--- config.mk ---
export PLATFORM = sky130hd
export DESIGN_NAME = spike_rate_decoder
export DESIGN_NICKNAME = d
export VERILOG_FILES = /design/src/rtl/spike_rate_decoder.sv
export SDC_FILE = /design/constraint.sdc
export NUM_CORES = 1
export LEC_CHECK = 0
export ABC_AREA = 1
export ABC_CLOCK_PERIOD_IN_PS = 3200
export CAP_MARGIN = 20
export CELL_PAD_IN_SITES_DETAIL_PLACEMENT = 0
export CELL_PAD_IN_SITES_GLOBAL_PLACEMENT = 1
export CORE_AREA = 2 2 100 102
export CTS_BUF_LIST = sky130_fd_sc_hd__clkbuf_2
export DETAILED_ROUTE_END_ITERATION = 7
export DIE_AREA = 0 0 102 104
export PLACE_DENSITY_LB_ADDON = 0.1
export SYNTH_ARGS = -nofsm -noshare
export SYNTH_HDL_FRONTEND = slang
export SYNTH_SLANG_ARGS = --single-unit
--- constraint.sdc ---
create_clock -name clk -period 3.2 [get_ports clk]
set_input_delay 0.64 -clock clk [delete_from_list [all_inputs] [get_ports clk]]
set_output_delay 0.64 -clock clk [all_outputs]
set_load 0.005 [all_outputs]
--- src/rtl/spike_rate_decoder.sv ---
// Spike-train decoder: counts spikes and records the first-spike index over a
// programmable window, then reports both over a valid/ready handshake.
module spike_rate_decoder #(
    parameter int WINDOW_W = 8,
    parameter int COUNT_W  = 8
) (
    input  logic                clk,
    input  logic                rst_n,
    input  logic                enable,
    input  logic                spike,
    input  logic [WINDOW_W-1:0] window_len,
    output logic [COUNT_W-1:0]  rate,
    output logic [WINDOW_W-1:0] first_spike,
    output logic                valid,
    input  logic                ready,
    output logic                overrun
);

    typedef enum logic {IDLE, COUNT} state_t;

    localparam logic [WINDOW_W-1:0] NO_SPIKE = '1;
    localparam logic [WINDOW_W-1:0] ONE      = {{(WINDOW_W-1){1'b0}}, 1'b1};

    state_t              state;
    logic [WINDOW_W-1:0] len_q;
    logic [WINDOW_W-1:0] t_q;
    logic [COUNT_W-1:0]  cnt_q;
    logic [WINDOW_W-1:0] first_q;

    logic [WINDOW_W-1:0] len_in;
    logic [COUNT_W-1:0]  cnt_next;
    logic [WINDOW_W-1:0] first_next;
    logic                win_end;

    always_comb begin
        len_in     = (window_len == '0) ? ONE : window_len;
        cnt_next   = (spike && (cnt_q != '1)) ? cnt_q + 1'b1 : cnt_q;
        first_next = (spike && (first_q == NO_SPIKE)) ? t_q : first_q;
        win_end    = (state == COUNT) && enable && (t_q == (len_q - ONE));
    end

    always_ff @(posedge clk) begin
        if (!rst_n) begin
            state       <= IDLE;
            len_q       <= ONE;
            t_q         <= '0;
            cnt_q       <= '0;
            first_q     <= NO_SPIKE;
            rate        <= '0;
            first_spike <= NO_SPIKE;
            valid       <= 1'b0;
            overrun     <= 1'b0;
        end else begin
            case (state)
                IDLE: begin
                    if (enable) begin
                        len_q   <= len_in;
                        t_q     <= '0;
                        cnt_q   <= '0;
                        first_q <= NO_SPIKE;
                        state   <= COUNT;
                    end
                end
                COUNT: begin
                    if (!enable) begin
                        t_q     <= '0;
                        cnt_q   <= '0;
                        first_q <= NO_SPIKE;
                        state   <= IDLE;
                    end else if (win_end) begin
                        // back-to-back windows: re-latch length, no gap cycle
                        len_q   <= len_in;
                        t_q     <= '0;
                        cnt_q   <= '0;
                        first_q <= NO_SPIKE;
                    end else begin
                        t_q     <= t_q + ONE;
                        cnt_q   <= cnt_next;
                        first_q <= first_next;
                    end
                end
                default: state <= IDLE;
            endcase

            // a simultaneous accept frees the slot for the new result
            if (win_end) begin
                if (!valid || ready) begin
                    rate        <= cnt_next;
                    first_spike <= first_next;
                    valid       <= 1'b1;
                end else begin
                    overrun <= 1'b1;
                end
            end else if (valid && ready) begin
                valid <= 1'b0;
            end
        end
    end

endmodule

Fig. 1: run 1, cell placement
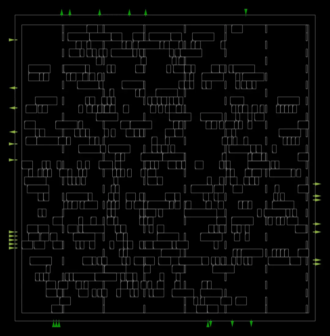
CORE AREA: 0.009549 mm^2
Seq/total area: 31.17%
Fillers: 1,078
flip-flop and latch count: 51

Fig. 2: run 1, nets reached from selected ports
(4 px per um)
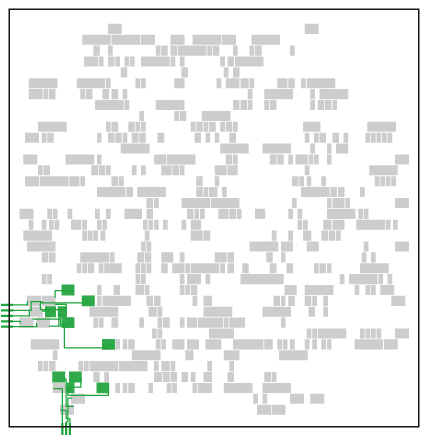
- window_len: green (direction input; end cells 10; buffers 8; wire 158 um)
io pins: 31
Port Buffers: 30

Fig. 3: run 1, metal layers overlaid
(4 px per um) Only two layers are drawn.
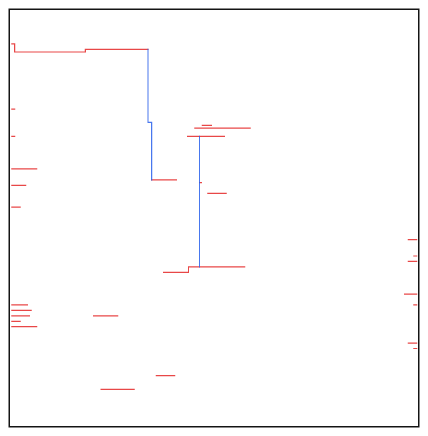
- met3: red (wire length 159 um)
- met4: blue (wire length 66.2 um)

==> run 1: power by group <==
part           switching [W]  total (W)  internal [W]
Clock               0.000227   0.000359      0.000132
Combinational       0.000140   0.000223     0.0000829
Sequential         0.0000190   0.000677      0.000658
==> run 1: cells in the final DEF, fill, tap and decap left out <==
master	netlist	routed
a21o_1	1	1
a21oi_1	29	29
a21oi_2	7	7
buf_4	1	4
bufinv_16	0	1
clkbuf_2	0	5
clkdlybuf4s50_1	0	30
clkinv_1	1	1
clkinv_2	0	1
clkinv_4	0	1
dfxtp_1	51	51
ha_1	3	3
inv_1	44	44
inv_2	2	2
mux2i_1	1	1
nand2_1	112	112
nand2_2	4	4
nand2_4	1	1
nand3_1	37	37
nand3_2	2	2
nand3_4	2	2
nand3b_1	5	5
nand4_1	6	6
nand4_4	1	1
nor2_1	47	47
nor2_2	2	2
nor2_4	2	2
nor2_8	1	1
nor3_1	4	4
nor4_1	1	1
o21a_1	1	1
o21ai_0	12	12
o21ai_1	2	2
xnor2_1	6	6
xor2_1	8	8
==> run 1: cells in the mapped netlist, types with 4 or more instances <==
cell	n
xnor2_1	6
xor2_1	8
a21oi_1	29
nand4_1	6
a21oi_2	7
nand3b_1	5
nand3_1	37
nor3_1	4
o21ai_0	12
clkbuf_1	7
nand2_1	112
inv_1	44
nand2_2	4
nor2_1	47
dfxtp_1	51
==> run 1: stage by stage <==
| stage | cell area (um^2) | setup WS, ns | cells |
|---|---|---|---|
| 3_3_place_gp | 3207 | 0.8156 | 562 |
| 6_report | 3276 | 0.8543 | 570 |
| 4_1_cts | 3276 | 0.7942 | 570 |
| 2_1_floorplan | 2819 | 1.303 | 411 |
| 3_5_place_dp | 3207 | 0.8099 | 562 |
| 5_1_grt | 3276 | 0.5747 | 570 |
==> run 1: sequential cells by signal, summed over array words and instances, names as in the netlist <==
name and cells:
cnt_q 8, first_q 8, first_spike 8, len_q 8, overrun 1, rate 8, state 1, t_q 8
valid 1
==> run 1: cell type report <==
cell class	instances	area share [%]
well taps	133	5.080
multi-input cells	297	46.18
clock buffers	5	0.7639
inverters	47	5.386
clock inverters	3	1.337
repair buffers	34	10.08
flip-flops and latches	51	31.17
==> run 1: metal layers <==
| layer | wire (um) | track usage [%] | vias up |
|---|---|---|---|
| li1 | - | - | 1350 |
| met1 | 3587 | 20.14 | 1154 |
| met2 | 3428 | 23.12 | 35 |
| met3 | 159 | 2.218 | 5 |
| met4 | 66 | 2.857 | 0 |
| met5 | 0 | 0 | - |
==> run 1: final timing paths <==
check	depth (start not counted)	endpoint	start	slack [ns]
max reg2reg	13	first_spike[0]	len_q[0]	0.85
max	13	first_spike[0]	len_q[0]	0.85
min	2	overrun	overrun	0.47
min reg2reg	2	overrun	overrun	0.47
==> run 1: worst reg2reg max path, stage by stage, from the launching register on <==
cell     delay [ns]
dfxtp_1        0.44
inv_1          0.11
ha_1           0.30
inv_1          0.10
nand2_1        0.06
nand3_1        0.08
nand2_1        0.05
nor2_1         0.13
nand3_2        0.15
nor2_8         0.17
nand3_4        0.25
nor2_4         0.33
nand2_1        0.11
nand3_1        0.08
==> impl_metrics.ini, run 1 <==
; implementation run metrics
[critical_path]
crit_family = simple AND/OR/NAND/NOR gates
crit_required_ns = 3.64
cp-end-kind = register
crit_type = reg2reg
startpoint_type = register

[final_layout]
area_delta_synth_final_pct = 16.20
layout.nets = 452

[power_and_ir_drop]
powerDensity_mw_per_mm2 = 384.4
power_w = 0.001259
vdd_drop_max_mv = 0.1933

[final_timing]
rsz0062_at_grt = false
fin_tns_setup_ns = 0
timing.fmax_ghz = 0.4263
tightest_slew_ns = 0.6727
period_needed_ns = 2.346
fin_worst_skew_ns = 0.03283

[synthesis]
synth_chip_area_mm2 = 0.002819
synthCells = 411
netlist_area_mm2 = 0.002819
ys_ff = 51
synth-async-reset-ratio_pct = 0
ys_sh_adder_pct = 1.332
avgSynthCellArea_um2 = 6.859
edf_count = 0
synth.cellmix.compoundShare_pct = 10.34

[placement]
gp_congestion = 0.7677
dp_hpwl_mm = 4.961

[clock_network]
cts_setup_buffers = 0
clk_pin_slew_worst_paths_ns = 0.29
cts_sinks = 51
clk_latency_ns = 0.46

[die]
fp_util_pct = 29.52
die-width_um = 102

[global_route]
groute.usage.overall_pct = 14.31
grt_max_degree = 27

[drt]
drtPass1Iterations = 4
drc = 0

[outcome]
outcome = finished, final reports clean
==> run 1 -> run 2 <==
- ABC_CLOCK_PERIOD_IN_PS: 3200 -> 2170
- clock period: 3.2 -> 2.17 ns (I/O delays scaled with it)
Fig. 4: run 2, metal layers overlaid
(4 px per um) Only two layers are drawn.
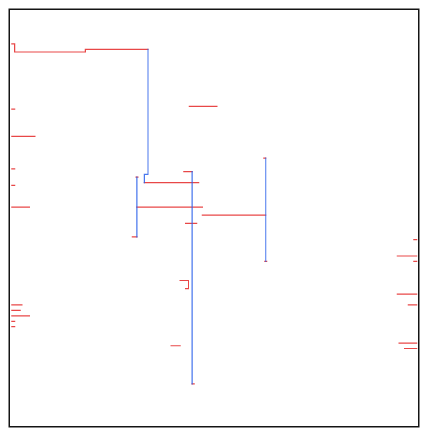
- met4: blue (wire length 128 um)
- met3: red (wire length 146 um)

Fig. 5: run 2, wire density map
(4 px per um) 20 x 21 tiles, from dark blue (low) to red (high), scaled to the fullest tile. Values are wire area over tile area, all layers added.
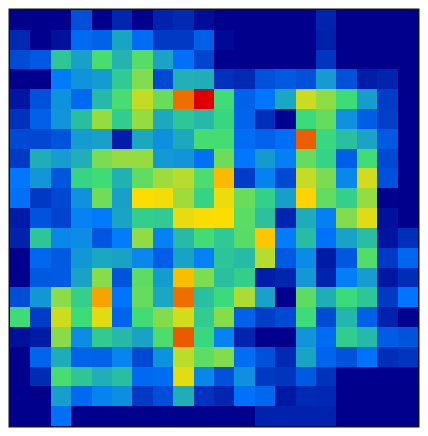
- fullest tile: 0.37
- densest ninth of the die: centre
- mean over tiles: 0.10
- nearly empty tiles: 19%

==> run 2 against run 1 <==
First-iteration DRC count fell by 32%. Largest power group unchanged. Sequential cell count did not move. Die area did not move. Critical path type unchanged.
==> impl_metrics.ini, run 2 <==
; implementation run metrics
[final_timing]
rsz0062_at_grt = false
period_needed_ns = 2.038
timing.fmax_ghz = 0.4907
fin_tns_setup_ns = 0
fin_worst_skew_ns = 0.02056

[synthesis]
ys_seq_share_pct = 36.22
netlist_top_cells_count = nand2_1 (112), dfxtp_1 (51), nor2_1 (47)
ys_ff = 51
synth.cellmix.compoundShare_pct = 10.34
synth-async-reset-ratio_pct = 0
edf_count = 0
ys_sh_adder_pct = 1.332
netlist_area_mm2 = 0.002819
synth_chip_area_mm2 = 0.002819
synth_top_cell_by_count = nand2_1
avgSynthCellArea_um2 = 6.859
synthCells = 411

[final_layout]
area_delta_synth_final_pct = 19.88
diodes = 0
lay_top_cells = nand2_1 (110), dfxtp_1 (50), nor2_1 (46), inv_1 (43), nand3_1 (37)
final_area_mm2 = 0.003379
final_common_cell = nand2_1
layout.nets = 466

[critical_path]
cp-end-kind = register
crit_type = reg2reg
crit_required_ns = 2.58
startpoint_type = register

[drt]
antenna_left = 0
drtPass1Iterations = 6
drc = 0

[clock_network]
clk_latency_ns = 0.44
clk_pin_slew_worst_paths_ns = 0.27
root_buffer = clkbuf_2
cts_sinks = 51

[die]
io_pins = 31
die-width_um = 102
fp_util_pct = 29.52

[placement]
io_buffers = 30
gp_congestion = 0.8029
dp_hpwl_mm = 5.261
place_area_mm2 = 0.003317

[power_and_ir_drop]
powerDensity_mw_per_mm2 = 514.1
leakage_nw = 1.522

[outcome]
outcome = finished, final reports clean

[global_route]
met2_usage_pct = 22.27
grtUsageMet1_pct = 20.72
use_met3_pct = 2.218
top_usage_layer = met2
groute.usage.overall_pct = 14.47
antenna_found_initial = 0
Fig. 6: run 2, cell placement
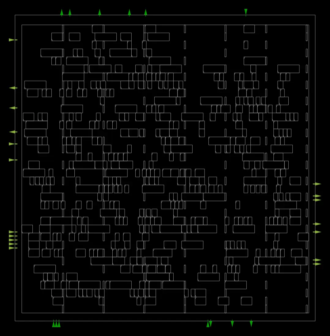
Non-Filler Instances: 584
Core Util, Final: 35.39%

run 2: cell counts after synthesis:
No cell type changed its count.
run 2: metrics by stage:
step	hold slack [ns]	worst slack (ns)	std cells	util, %	total power (W)
final	0.4726	0.1321	584	35.39	0.001738
after global routing	0.5008	0.01029	584	35.39	0.001866
after CTS	0.4786	0.03588	583	35.15	0.001778
after detailed placement	0.4494	0.06657	575	34.74	0.001366
after global placement	0.4490	0.1165	575	34.74	0.001367
after floorplan	0.4466	0.2733	411	-	0.001255
run 2: where the power goes:
part / switching, W / internal, W / total (W)
sequential: 0.0000282 / 0.000970 / 0.000998
combinational: 0.000211 / 0.000141 / 0.000352
clock: 0.000313 / 0.0000743 / 0.000387
run 2: layout make-up:
| type | count | area, um^2 |
|---|---|---|
| clock buffer | 5 | 25.02 |
| tap | 133 | 166.4 |
| clock inverter | 3 | 15.01 |
| timing repair buffer | 48 | 451.7 |
| multi-input combinational | 297 | 1523 |
| fill | 1087 | 6170 |
| sequential | 51 | 1022 |
| inverter | 47 | 176.4 |
run 2: metal layers:
metal	part of all wire (%)	wire length (um)	vias to the layer above
met1	51	3643	1120
met4	1.8	128	0
li1	-	-	1376
met5	0	0	-
met2	45	3170	34
met3	2.1	146	10
run 2: path summary, 6_finish.rpt:
path,slack [ns],endpoint,startpoint,cells after the start
max,0.13,first_spike[6],len_q[1],12
min,0.47,overrun,overrun,2
min reg2reg,0.47,overrun,overrun,2
max reg2reg,0.13,first_spike[6],len_q[1],12
run 2: cells by family after synthesis:
kind of cell | after synthesis
mux | 1
simple gates | 227
flops | 51
xor+xnor | 14
fa+ha+maj | 3
buf+inv | 63
compound gates | 52
run 2: what timing repair did:
| item | CTS | global route |
|---|---|---|
| hold buffers | 0 | 0 |
| setup endpoints to repair | 0 | 46 |
| setup buffers | 0 | 1 |
| gates resized | 0 | 7 |
run 2: critical path: stages, from the launching register on:
cell	delay (ns)
dfxtp_1	0.41
inv_1	0.07
ha_2	0.33
nor2_1	0.04
nor2_1	0.10
nand2_1	0.09
nor2_2	0.10
nand3_2	0.12
nor2_8	0.19
nand3_4	0.11
nor2_4	0.27
nand2_1	0.10
nand3_1	0.08
==> run 2 -> run 3 <==
- CORE_AREA: 2 2 100 102 -> 2 2 85 87
- DIE_AREA: 0 0 102 104 -> 0 0 87 89
Fig. 7: run 3, cell placement
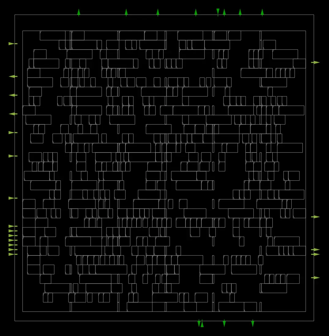
Non-Filler Instances: 531
CORE AREA: 0.006719 mm^2
Core Util, Final: 50.09%
Seq/total area: 30.41%
Fillers: 723

Fig. 8: run 3, nets reached from selected ports
(6 px per um)
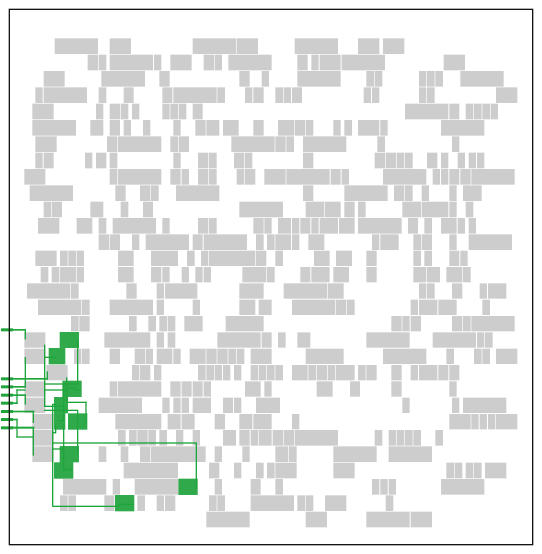
- window_len: green (direction input; end cells 10; buffers 8; wire 186 um)

==> run 3 against run 2 <==
Die area down 27%. Cell count down 9.1%. Clock power up 3%. Non-clock buffer count unchanged. Count of clock-buffer cells in the layout unchanged. Sequential power about the same. Maximum frequency up 1.4%. Routed wire length down 4.3%. Worst hold slack better by 0.0038 ns. Core utilization up 15 points. Worst setup slack better by 0.027 ns. Largest cell class unchanged. Highest routed layer unchanged.
==> impl_metrics.ini, run 3 <==
; implementation run metrics
[final_layout]
logic_area_mm2 = 0.001525
final_area_mm2 = 0.003366
layout.nets = 466
seq_area_mm2 = 0.001023
area_delta_synth_final_pct = 19.40

[power_and_ir_drop]
power_w = 0.001752
vdd_drop_max_mv = 0.2347
power_frac_comb_pct = 20.3
leakage_nw = 1.541
swShare_pct = 31.98
powerDensity_mw_per_mm2 = 520.6
pwr-share-clk_pct = 22.7
p_sw_w = 0.0005604
p_int_w = 0.001192

[synthesis]
ys_ff = 51
ys_seq_share_pct = 36.22
netlist_area_mm2 = 0.002819
synth-async-reset-ratio_pct = 0
synth_chip_area_mm2 = 0.002819
synth_top_cell_by_count = nand2_1
synthCells = 411
avgSynthCellArea_um2 = 6.859

[clock_network]
root_buffer = clkbuf_2
cts_hold_buf = 0
clk_latency_ns = 0.46
cts_sinks = 51
clk_pin_slew_worst_paths_ns = 0.26

[hold_path]
holdPathEnd = overrun
min_from = overrun
min_path_cells = 2

[placement]
gp_congestion = 0.8320
dp_hpwl_mm = 4.737
place_area_mm2 = 0.003241

[die]
io_pins = 31
die-width_um = 87
fp_util_pct = 41.96

[final_timing]
fin_worst_skew_ns = 0.03205
fin_tns_setup_ns = 0
rsz0062_at_grt = false
tightest_slew_ns = 0.4827

[critical_path]
rr_endpoint = first_spike[7]
startpoint_type = register
r2r-start = len_q[0]
ff2ff_path_depth = 12
rrSetupSlack_ns = 0.16
crit_type = reg2reg
crit_required_ns = 2.59

[drt]
antenna_left = 0
drc = 0
drtPass1Iterations = 4

[global_route]
antenna_found_initial = 0
groute.usage.overall_pct = 18.74

[outcome]
outcome = finished, final reports clean
Fig. 9: run 3, wire density map
(4 px per um) 17 x 18 tiles, from dark blue (low) to red (high), scaled to the fullest tile. Values are wire area over tile area, all layers added.
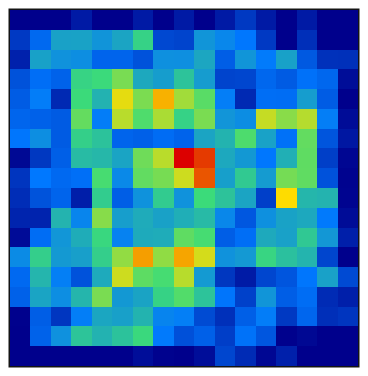
- tiles over half the peak: 14%
- fullest tile: 0.48
- mean over tiles: 0.14
- emptiest ninth of the die: south-east

[run 3: cell type report]
cell class              instances  share of cell area (%)
flip-flops and latches         51                   30.41
multi-input cells             297                   45.32
clock buffers                   5                  0.7435
well taps                      80                   2.974
inverters                      47                   5.242
repair buffers                 48                   14.72
clock inverters                 3                  0.5948
[run 3: cells by family after synthesis]
kind of cell | after synthesis | synth area share, %
xor gates and xnor gates | 14 | 4.350
adders and majority gates | 3 | 1.332
buffers and inverters | 63 | 10.12
AOI/OAI and AO/OA | 52 | 10.34
and+or+nand+nor | 227 | 37.28
muxes | 1 | 0.3551
DFF | 51 | 36.22
[run 3: worst max-delay path by stage]
stage | startpoint | to | slack, ns | cells past startpoint
floorplan | len_q[0] | len_q[0] | 0.27 | 13
global placement | len_q[0] | first_q[6] | 0.18 | 13
detailed placement | len_q[0] | first_q[7] | 0.16 | 13
CTS | len_q[0] | first_q[7] | 0.12 | 13
global route | len_q[0] | first_spike[7] | 0.001 | 12
finish | len_q[0] | first_spike[7] | 0.16 | 12
[run 3: power by group through the flow]
stage                     Combinational (W)  Sequential [W]  Clock [W]
final                              0.000356        0.000998   0.000398
after global routing               0.000401         0.00101   0.000465
after CTS                          0.000345        0.000998   0.000421
after detailed placement           0.000343         0.00101          0
after global placement             0.000344         0.00101          0
after floorplan                    0.000246         0.00101          0
[run 3: layer usage]
layer | up-vias | routed length [um] | GRT usage, %
met5 | - | 0 | 0
met4 | 0 | 69 | 5.540
met3 | 7 | 218 | 3.693
met2 | 45 | 3166 | 30.67
met1 | 1184 | 3329 | 25.13
li1 | 1383 | - | -
[run 3: worst max-delay path, stage by stage, from the launching register on]
cell and delay [ns]:
dfxtp_2 0.42, inv_2 0.04, ha_2 0.31, nor2_1 0.04, nor2_1 0.10, nand2_1 0.07
nor2_1 0.11, nand3_2 0.13, nor2_8 0.19, nand3_4 0.16, nor2_4 0.27, nand2_1 0.09
nand3_1 0.06
[run 3: stage by stage]
step                hold WS, ns  setup slack (ns)  utilization (%)
floorplan                0.4466            0.2733                -
global placement         0.4488            0.1764            48.23
detailed placement       0.4498            0.1618            48.23
CTS                      0.4779            0.1162            48.90
global route             0.4977          0.001072            50.09
finish                   0.4764            0.1596            50.09
[run 3: what timing repair did]
item / CTS / global route
setup endpoints to repair: 0 / 17
resized: 0 / 8
setup buffers: 0 / 2
Power is estimated from default activity; no workload was simulated.
